**src/rtl/wb_pkg.sv**
```systemverilog
// Shared types and constants for the writeback stage: result-source encoding,
// load funct3 codes and the control half of the M->W pipeline register.
package wb_pkg;

    typedef enum logic [1:0] {
        RES_ALU  = 2'b00,
        RES_LOAD = 2'b01,
        RES_PC4  = 2'b10,
        RES_IMM  = 2'b11
    } result_src_e;

    localparam logic [2:0] F3_LB  = 3'b000;
    localparam logic [2:0] F3_LH  = 3'b001;
    localparam logic [2:0] F3_LW  = 3'b010;
    localparam logic [2:0] F3_LD  = 3'b011;
    localparam logic [2:0] F3_LBU = 3'b100;
    localparam logic [2:0] F3_LHU = 3'b101;
    localparam logic [2:0] F3_LWU = 3'b110;

    // Control fields of the M->W register; the WIDTH-sized datapath fields
    // live beside it in the top because a package type cannot take WIDTH.
    typedef struct packed {
        logic        valid;
        logic        reg_write;
        result_src_e result_src;
        logic [2:0]  funct3;
    } wb_reg_t;

endpackage

```
**src/rtl/load_extend.sv**
```systemverilog
// Load-data lane extraction with sign/zero extension. Purely combinational;
// misalignment is not detected, the low offset bits are simply ignored.
module load_extend
    import wb_pkg::*;
#(
    parameter int WIDTH = 32
) (
    input  logic [WIDTH-1:0]               word,
    input  logic [$clog2(WIDTH/8)-1:0]     offset,
    input  logic [2:0]                     funct3,
    output logic [WIDTH-1:0]               data
);

    localparam int OFF_W = $clog2(WIDTH/8);

    logic [OFF_W-1:0] half_off;
    logic [OFF_W-1:0] word_off;
    logic [7:0]       lane_b;
    logic [15:0]      lane_h;
    logic [31:0]      lane_w;

    // Clearing the low offset bits selects the naturally aligned lane.
    assign half_off = offset & ~OFF_W'(1);
    assign word_off = offset & ~OFF_W'(3);

    assign lane_b = word[{offset,   3'b000} +: 8];
    assign lane_h = word[{half_off, 3'b000} +: 16];
    assign lane_w = word[{word_off, 3'b000} +: 32];

    always_comb begin
        // NOTE: default assignment first so every path drives data -- no latch.
        data = WIDTH'($signed(lane_w));
        case (funct3)
            F3_LB:  data = WIDTH'($signed(lane_b));
            F3_LBU: data = WIDTH'(lane_b);
            F3_LH:  data = WIDTH'($signed(lane_h));
            F3_LHU: data = WIDTH'(lane_h);
            F3_LWU: if (WIDTH == 64) data = WIDTH'(lane_w);
            F3_LD:  if (WIDTH == 64) data = word;
            default: ;
        endcase
    end

endmodule

```
**src/rtl/writeback_unit.sv**
```systemverilog
// Writeback stage: M->W pipeline register with stall/flush/valid, load
// extraction, result select, x0/bubble write gating and a retire counter.
module writeback_unit
    import wb_pkg::*;
#(
    parameter int WIDTH      = 32,
    parameter int REG_AW     = 5,
    parameter bit EN_INSTRET = 1'b1
) (
    input  logic              clk,
    input  logic              rst_n,
    input  logic              StallW,
    input  logic              FlushW,
    input  logic              ValidM,
    input  logic              RegWriteM,
    input  logic [1:0]        ResultSrcM,
    input  logic [2:0]        Funct3M,
    input  logic [WIDTH-1:0]  ALUResultM,
    input  logic [WIDTH-1:0]  ReadDataM,
    input  logic [WIDTH-1:0]  PCPlus4M,
    input  logic [WIDTH-1:0]  ImmExtM,
    input  logic [REG_AW-1:0] RdM,
    output logic              RegWriteW,
    output logic [REG_AW-1:0] RdW,
    output logic [WIDTH-1:0]  ResultW,
    output logic              ValidW,
    output logic [63:0]       instret_o
);

    localparam int OFF_W = $clog2(WIDTH/8);

    wb_reg_t           ctrl_q;
    logic [WIDTH-1:0]  alu_q;
    logic [WIDTH-1:0]  rdata_q;
    logic [WIDTH-1:0]  pc4_q;
    logic [WIDTH-1:0]  imm_q;
    logic [REG_AW-1:0] rd_q;
    logic [WIDTH-1:0]  load_data;

    // NOTE: the datapath fields are reset too, so ResultW reads 0 out of reset.
    always_ff @(posedge clk or negedge rst_n) begin
        if (!rst_n) begin
            ctrl_q  <= '0;
            alu_q   <= '0;
            rdata_q <= '0;
            pc4_q   <= '0;
            imm_q   <= '0;
            rd_q    <= '0;
        end else if (FlushW) begin
            // NOTE: non-blocking assignments for all sequential state.
            ctrl_q.valid     <= 1'b0;
            ctrl_q.reg_write <= 1'b0;
        end else if (!StallW) begin
            ctrl_q.valid      <= ValidM;
            ctrl_q.reg_write  <= RegWriteM;
            ctrl_q.result_src <= result_src_e'(ResultSrcM);
            ctrl_q.funct3     <= Funct3M;
            alu_q             <= ALUResultM;
            rdata_q           <= ReadDataM;
            pc4_q             <= PCPlus4M;
            imm_q             <= ImmExtM;
            rd_q              <= RdM;
        end
    end

    load_extend #(.WIDTH(WIDTH)) u_load_extend (
        .word   (rdata_q),
        .offset (alu_q[OFF_W-1:0]),
        .funct3 (ctrl_q.funct3),
        .data   (load_data)
    );

    always_comb begin
        ResultW = alu_q;
        case (ctrl_q.result_src)
            RES_ALU:  ResultW = alu_q;
            RES_LOAD: ResultW = load_data;
            RES_PC4:  ResultW = pc4_q;
            RES_IMM:  ResultW = imm_q;
            default:  ResultW = alu_q;
        endcase
    end

    assign ValidW    = ctrl_q.valid;
    assign RdW       = rd_q;
    assign RegWriteW = ctrl_q.valid & ctrl_q.reg_write & (rd_q != '0);

    // An instruction retires when it leaves W: not stalled, or flushed out.
    if (EN_INSTRET) begin : g_instret
        logic [63:0] instret_q;
        always_ff @(posedge clk or negedge rst_n) begin
            if (!rst_n)
                instret_q <= '0;
            else if (ctrl_q.valid && (!StallW || FlushW))
                instret_q <= instret_q + 64'd1;
        end
        assign instret_o = instret_q;
    end else begin : g_no_instret
        assign instret_o = '0;
    end

endmodule

```
**config.mk**
```make
export PLATFORM = sky130hd
export DESIGN_NAME = writeback_unit
export DESIGN_NICKNAME = d
export VERILOG_FILES = /design/src/rtl/wb_pkg.sv /design/src/rtl/load_extend.sv /design/src/rtl/writeback_unit.sv
export SDC_FILE = /design/constraint.sdc
export NUM_CORES = 1
export LEC_CHECK = 0
export CAP_MARGIN = 20
export CELL_PAD_IN_SITES_DETAIL_PLACEMENT = 1
export CELL_PAD_IN_SITES_GLOBAL_PLACEMENT = 1
export CORE_ASPECT_RATIO = 0.5
export CORE_UTILIZATION = 38
export CTS_CLUSTER_DIAMETER = 200
export CTS_CLUSTER_SIZE = 24
export DETAILED_ROUTE_END_ITERATION = 7
export PLACE_DENSITY_LB_ADDON = 0.1
export SYNTH_ARGS = -nofsm -noshare
export SYNTH_HDL_FRONTEND = slang
export SYNTH_SLANG_ARGS = --single-unit
```
**constraint.sdc**
```tcl
create_clock -name clk -period 3.6 [get_ports clk]
set_input_delay 0.72 -clock clk [delete_from_list [all_inputs] [get_ports clk]]
set_output_delay 0.72 -clock clk [all_outputs]
set_load 0.01 [all_outputs]
```
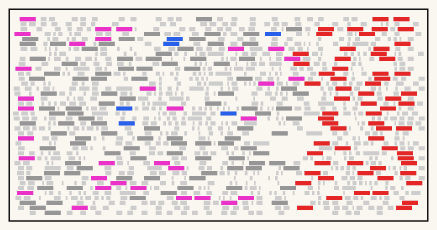
*Sequential cells coloured by netlist name, run 1*
| colour | name in the netlist | placed flops |
|---|---|---|
| magenta | alu_q | 32 |
| red | instret_o | 64 |
| blue | ctrl_q | 6 |
not coloured: 102
Flop area: 5106 um2
sequential share of cell area: 39.28%
P_seq: 2.74 mW

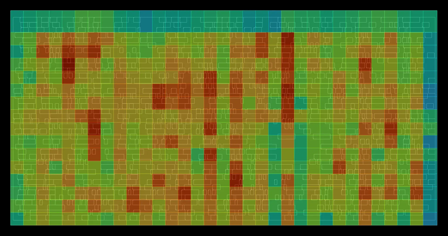
*Congestion heat map, run 1*
GR Layer Usage met2: 39.70%
met1 Usage GRT: 29.43%

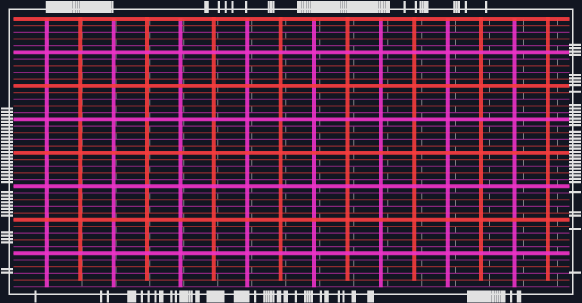
*Power grid, run 1*
Pins as bars on the die edge. Tap cells in grey.
| colour | net |
|---|---|
| magenta | VSS |
| red | VDD |
rows: 40
tap cells: 336
met1 rails: 41
signal pins: 247
chip width: 228.3 um
chip height: 115.1 um

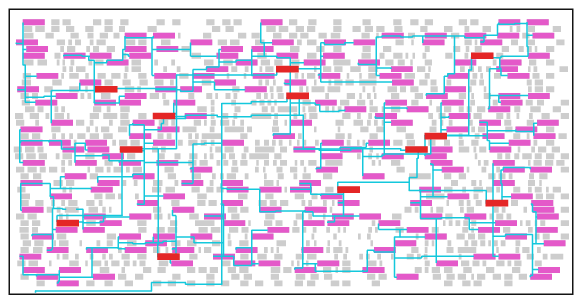
*Clock wires, drivers and flops, run 1*
[red] clock drivers | count: 12
[cyan] clock wires | length: 2,780 um
[magenta] flip-flops | count: 204
flops lie: spread over the die

==> qor.yml, run 1 <==
yosys:
  ys.flops: 204
  synth_stat.cells: 879
  syn_area_um2: 9729
  synth.distinct_cells: 49
  synth.avg_cell_area_um2: 11.07
  xor_share_pct: 5.671
  top_cell: "dfrtp_1"
  yosys_warnings: 0
  mux_area_share_pct: 16.13
  ff_type: "dfrtp_1"
  postSynthCellCount: 879
  netlist_logic_family_top: "multiplexers"
  top_cell_area_share_pct: 52.47
  top_area_cell: "dfrtp_1"
  ys_sh_aoi_pct: 10.57
  ys_top_cells_by_count: "dfrtp_1 (204), mux2_2 (120), a21oi_1 (83)"
power:
  p_seq_share_pct: 47.8
  clkPwrFrac_pct: 25.3
  p_int_mw: 4.030
  switching_share_pct: 29.71
  power.leakage_nw: 5.380
  power_density_nw_per_um2: 441.1
  pg_comb_mw: 1.54
  clock_power_mw: 1.45
  power_switching_mw: 1.703
  ir_worst_vdd_uv: 268.9
  finalPower_mw: 5.734
place:
  hpwl_mm: 21.58
  port_buffers: 246
  post_dp_cell_area_um2: 12610
global_route:
  grt_max_degree: 86
  grt_pass1_wl_mm: 46.89
  met3_usage_pct: 4.712
  first_global_vias: 8322
  antenna_found_initial: 1
  grt-ovfl-total: 0
cells_and_area:
  layout-drive-gt1-share_pct: 16.25
  largest_reg_flops: 64
  largest_cell_class: "sequential cells"
  lay_top_cells: "clkdlybuf4s50_1 (244), dfrtp_1 (203), mux2_2 (120)"
  comb_cells: 578
  stdcell_count: 1445
  n_fill_cell: 2676
  final_nets: 1253
  flops: 204
  fin_util_pct: 52.90
  signal_buffers: 268
  inv_count: 44
  logic_area_um2: 4287
die:
  dieArea_um2: 26290
  core-area_um2: 24570
  pin_count: 247
  nWellTaps: 336
  rows: 40
drt:
  drt_iter0_drc: 431
  wl_met2_mm: 14.67
  wl_met3_mm: 1.418
  drt_first_pass_iters: 4
  top_layer_used: "met4"
  wl_per_cell_um: 20.49
  m1WireLength_mm: 13.01
  wl_mm: 29.61
  drc: 0
worst_setup_path:
  crit_fanout: 15
  worst-endpoint-arrival_ns: 2.83
  critPathCapture: "ResultW[25]"
  rr_worst_depth: 5
  worstPathRequired_ns: 2.88
  criticalPathCategory: "register to output pin"
  rr_endpoint: "instret_o[61]$_DFFE_PN0P_"
  crit_path_start_kind: "register"
  ff2ff_setup_slack_ns: 1.17
  path_delay_family: "AND-OR/OR-AND gates"
  crit_slowest_cell: "clkdlybuf4s50_1"
sta:
  setup_viol: 0
  max_freq_mhz: 281.6
  worstMarginPinSlew_ns: 0.8236
  setup-tns-final_ns: 0
  finalCritPeriodShare_pct: 98.64
  hold-worst-slack_ns: 0.2114
  maxSlewViolCount: 0
  finClkSkew_ns: 0.02717
  rsz0062_at_grt: "yes"
run:
  warnings: 27
  maxCapViolCount: 0
clocking:
  cts_htree_levels: 1
  postCtsResizedCells: 1
  clock-sinks: 204
  clkLatencyLatePin_ns: 0.49
  numCtsBuffers: 12
  clk_path_buf_depth: 3
  post_cts.repair.setup_buffers: 0
outcome:
  status: "completed"
==> inputs of run 2 (changes only) <==
--- a/config.mk
+++ b/config.mk
@@ -13,6 +13,7 @@
 export CTS_CLUSTER_DIAMETER = 200
 export CTS_CLUSTER_SIZE = 24
 export DETAILED_ROUTE_END_ITERATION = 7
+export GPL_TIMING_DRIVEN = 0
 export PLACE_DENSITY_LB_ADDON = 0.1
 export SYNTH_ARGS = -nofsm -noshare
 export SYNTH_HDL_FRONTEND = slang
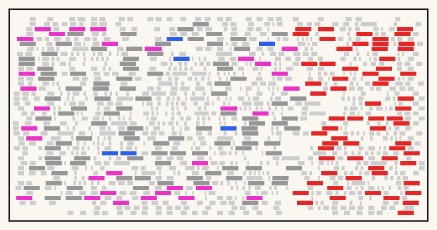
*Sequential cells coloured by netlist name, run 2*
| colour | name in the netlist | placed flops |
|---|---|---|
| blue | ctrl_q | 6 |
| magenta | alu_q | 32 |
| red | instret_o | 64 |

==> run 2 against run 1 <==
Clock skew fell by 0.018 ns; sequential power is essentially flat; critical endpoint is now ResultW[8]; largest cell class unchanged; die size did not move; global-route usage up 0.93 points.
==> qor.yml, run 2 <==
cells_and_area:
  syn2layout_area_growth_pct: 34.70
  layout-drive-gt1-share_pct: 16.51
  stdcell_count: 1477
  final-nonclk-buf-share_pct: 21.13
  largest_cell_class: "sequential cells"
  final_nets: 1284
  signal_buffers: 300
  seq_area_um2: 5107
  n_fill_cell: 2639
  logic_area_um2: 4297
  inv_count: 44
  comb_cells: 577
  flops: 204
  fin_util_pct: 53.33
global_route:
  met2_usage_pct: 41.22
  grt_pass1_wl_mm: 48.07
  grt-ovfl-total: 0
  first_global_vias: 8359
  grt_max_degree: 121
  antenna_found_initial: 2
  met3_usage_pct: 4.266
drt:
  wl_per_cell_um: 20.93
  drt_iter0_drc: 447
  wl_mm: 30.91
  wl_met2_mm: 15.33
  drc: 0
  m1WireLength_mm: 13.93
  wl_met3_mm: 1.227
  top_layer_used: "met5"
  drt_first_pass_iters: 4
yosys:
  ys.flops: 204
  yosys_warnings: 0
  mux_area_share_pct: 16.13
  xor_share_pct: 5.671
  ys_top_cells_by_count: "dfrtp_1 (204), mux2_2 (120), a21oi_1 (83)"
  netlist_logic_family_top: "multiplexers"
  ys_sh_aoi_pct: 10.57
  postSynthCellCount: 879
  synth.avg_cell_area_um2: 11.07
  syn_area_um2: 9729
  top_cell: "dfrtp_1"
  synth.distinct_cells: 49
  ff_type: "dfrtp_1"
  top_area_cell: "dfrtp_1"
  synth_stat.cells: 879
die:
  pin_count: 247
  nWellTaps: 336
  rows: 40
  die_height_um: 115.1
  die_w_um: 228.3
  dieArea_um2: 26290
sta:
  worstMarginPinSlew_ns: 0.9239
  setup-tns-final_ns: 0
  hold-worst-slack_ns: 0.2086
  finalCritPeriodShare_pct: 97.10
  finClkSkew_ns: 0.009526
  layout_min_cycle_time_ns: 3.496
  max_freq_mhz: 286.1
  setup_viol: 0
place:
  post_dp_cell_area_um2: 12650
  hpwl_mm: 23.32
  port_buffers: 246
power:
  power_switching_mw: 1.728
  p_seq_share_pct: 47.8
  p_int_mw: 4.034
  clkPwrFrac_pct: 25.2
  finalPower_mw: 5.762
  power_density_nw_per_um2: 439.7
  power.leakage_nw: 5.447
  switching_share_pct: 29.99
  clock_power_mw: 1.45
  pg_comb_mw: 1.56
worst_setup_path:
  crit_fanout: 6
  criticalPathCategory: "register to output pin"
  crit_slowest_cell: "mux4_2"
  slowest_delay_ns: 0.56
  rr_endpoint: "instret_o[39]$_DFFE_PN0P_"
  worstPathRequired_ns: 2.88
  critPathCapture: "ResultW[8]"
  path_delay_family: "multiplexers"
outcome:
  status: "completed"
clocking:
  clk_path_buf_depth: 3
  clock-sinks: 204
  cts_htree_levels: 1
  postCtsResizedCells: 26
run:
  warnings: 29
  maxCapViolCount: 0
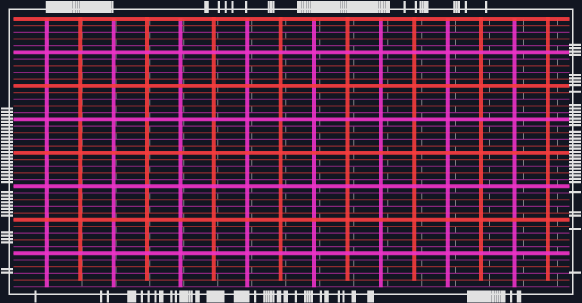
*Power grid, run 2*
Pins as bars on the die edge. Tap cells in grey.
| colour | net |
|---|---|
| red | VDD |
| magenta | VSS |
signal pins: 247
met1 rails: 41
Max rail drop VDD: 225.8 uV
core area: 24,570 um2

No activity file was given, so power comes from the tool's default toggle rates.
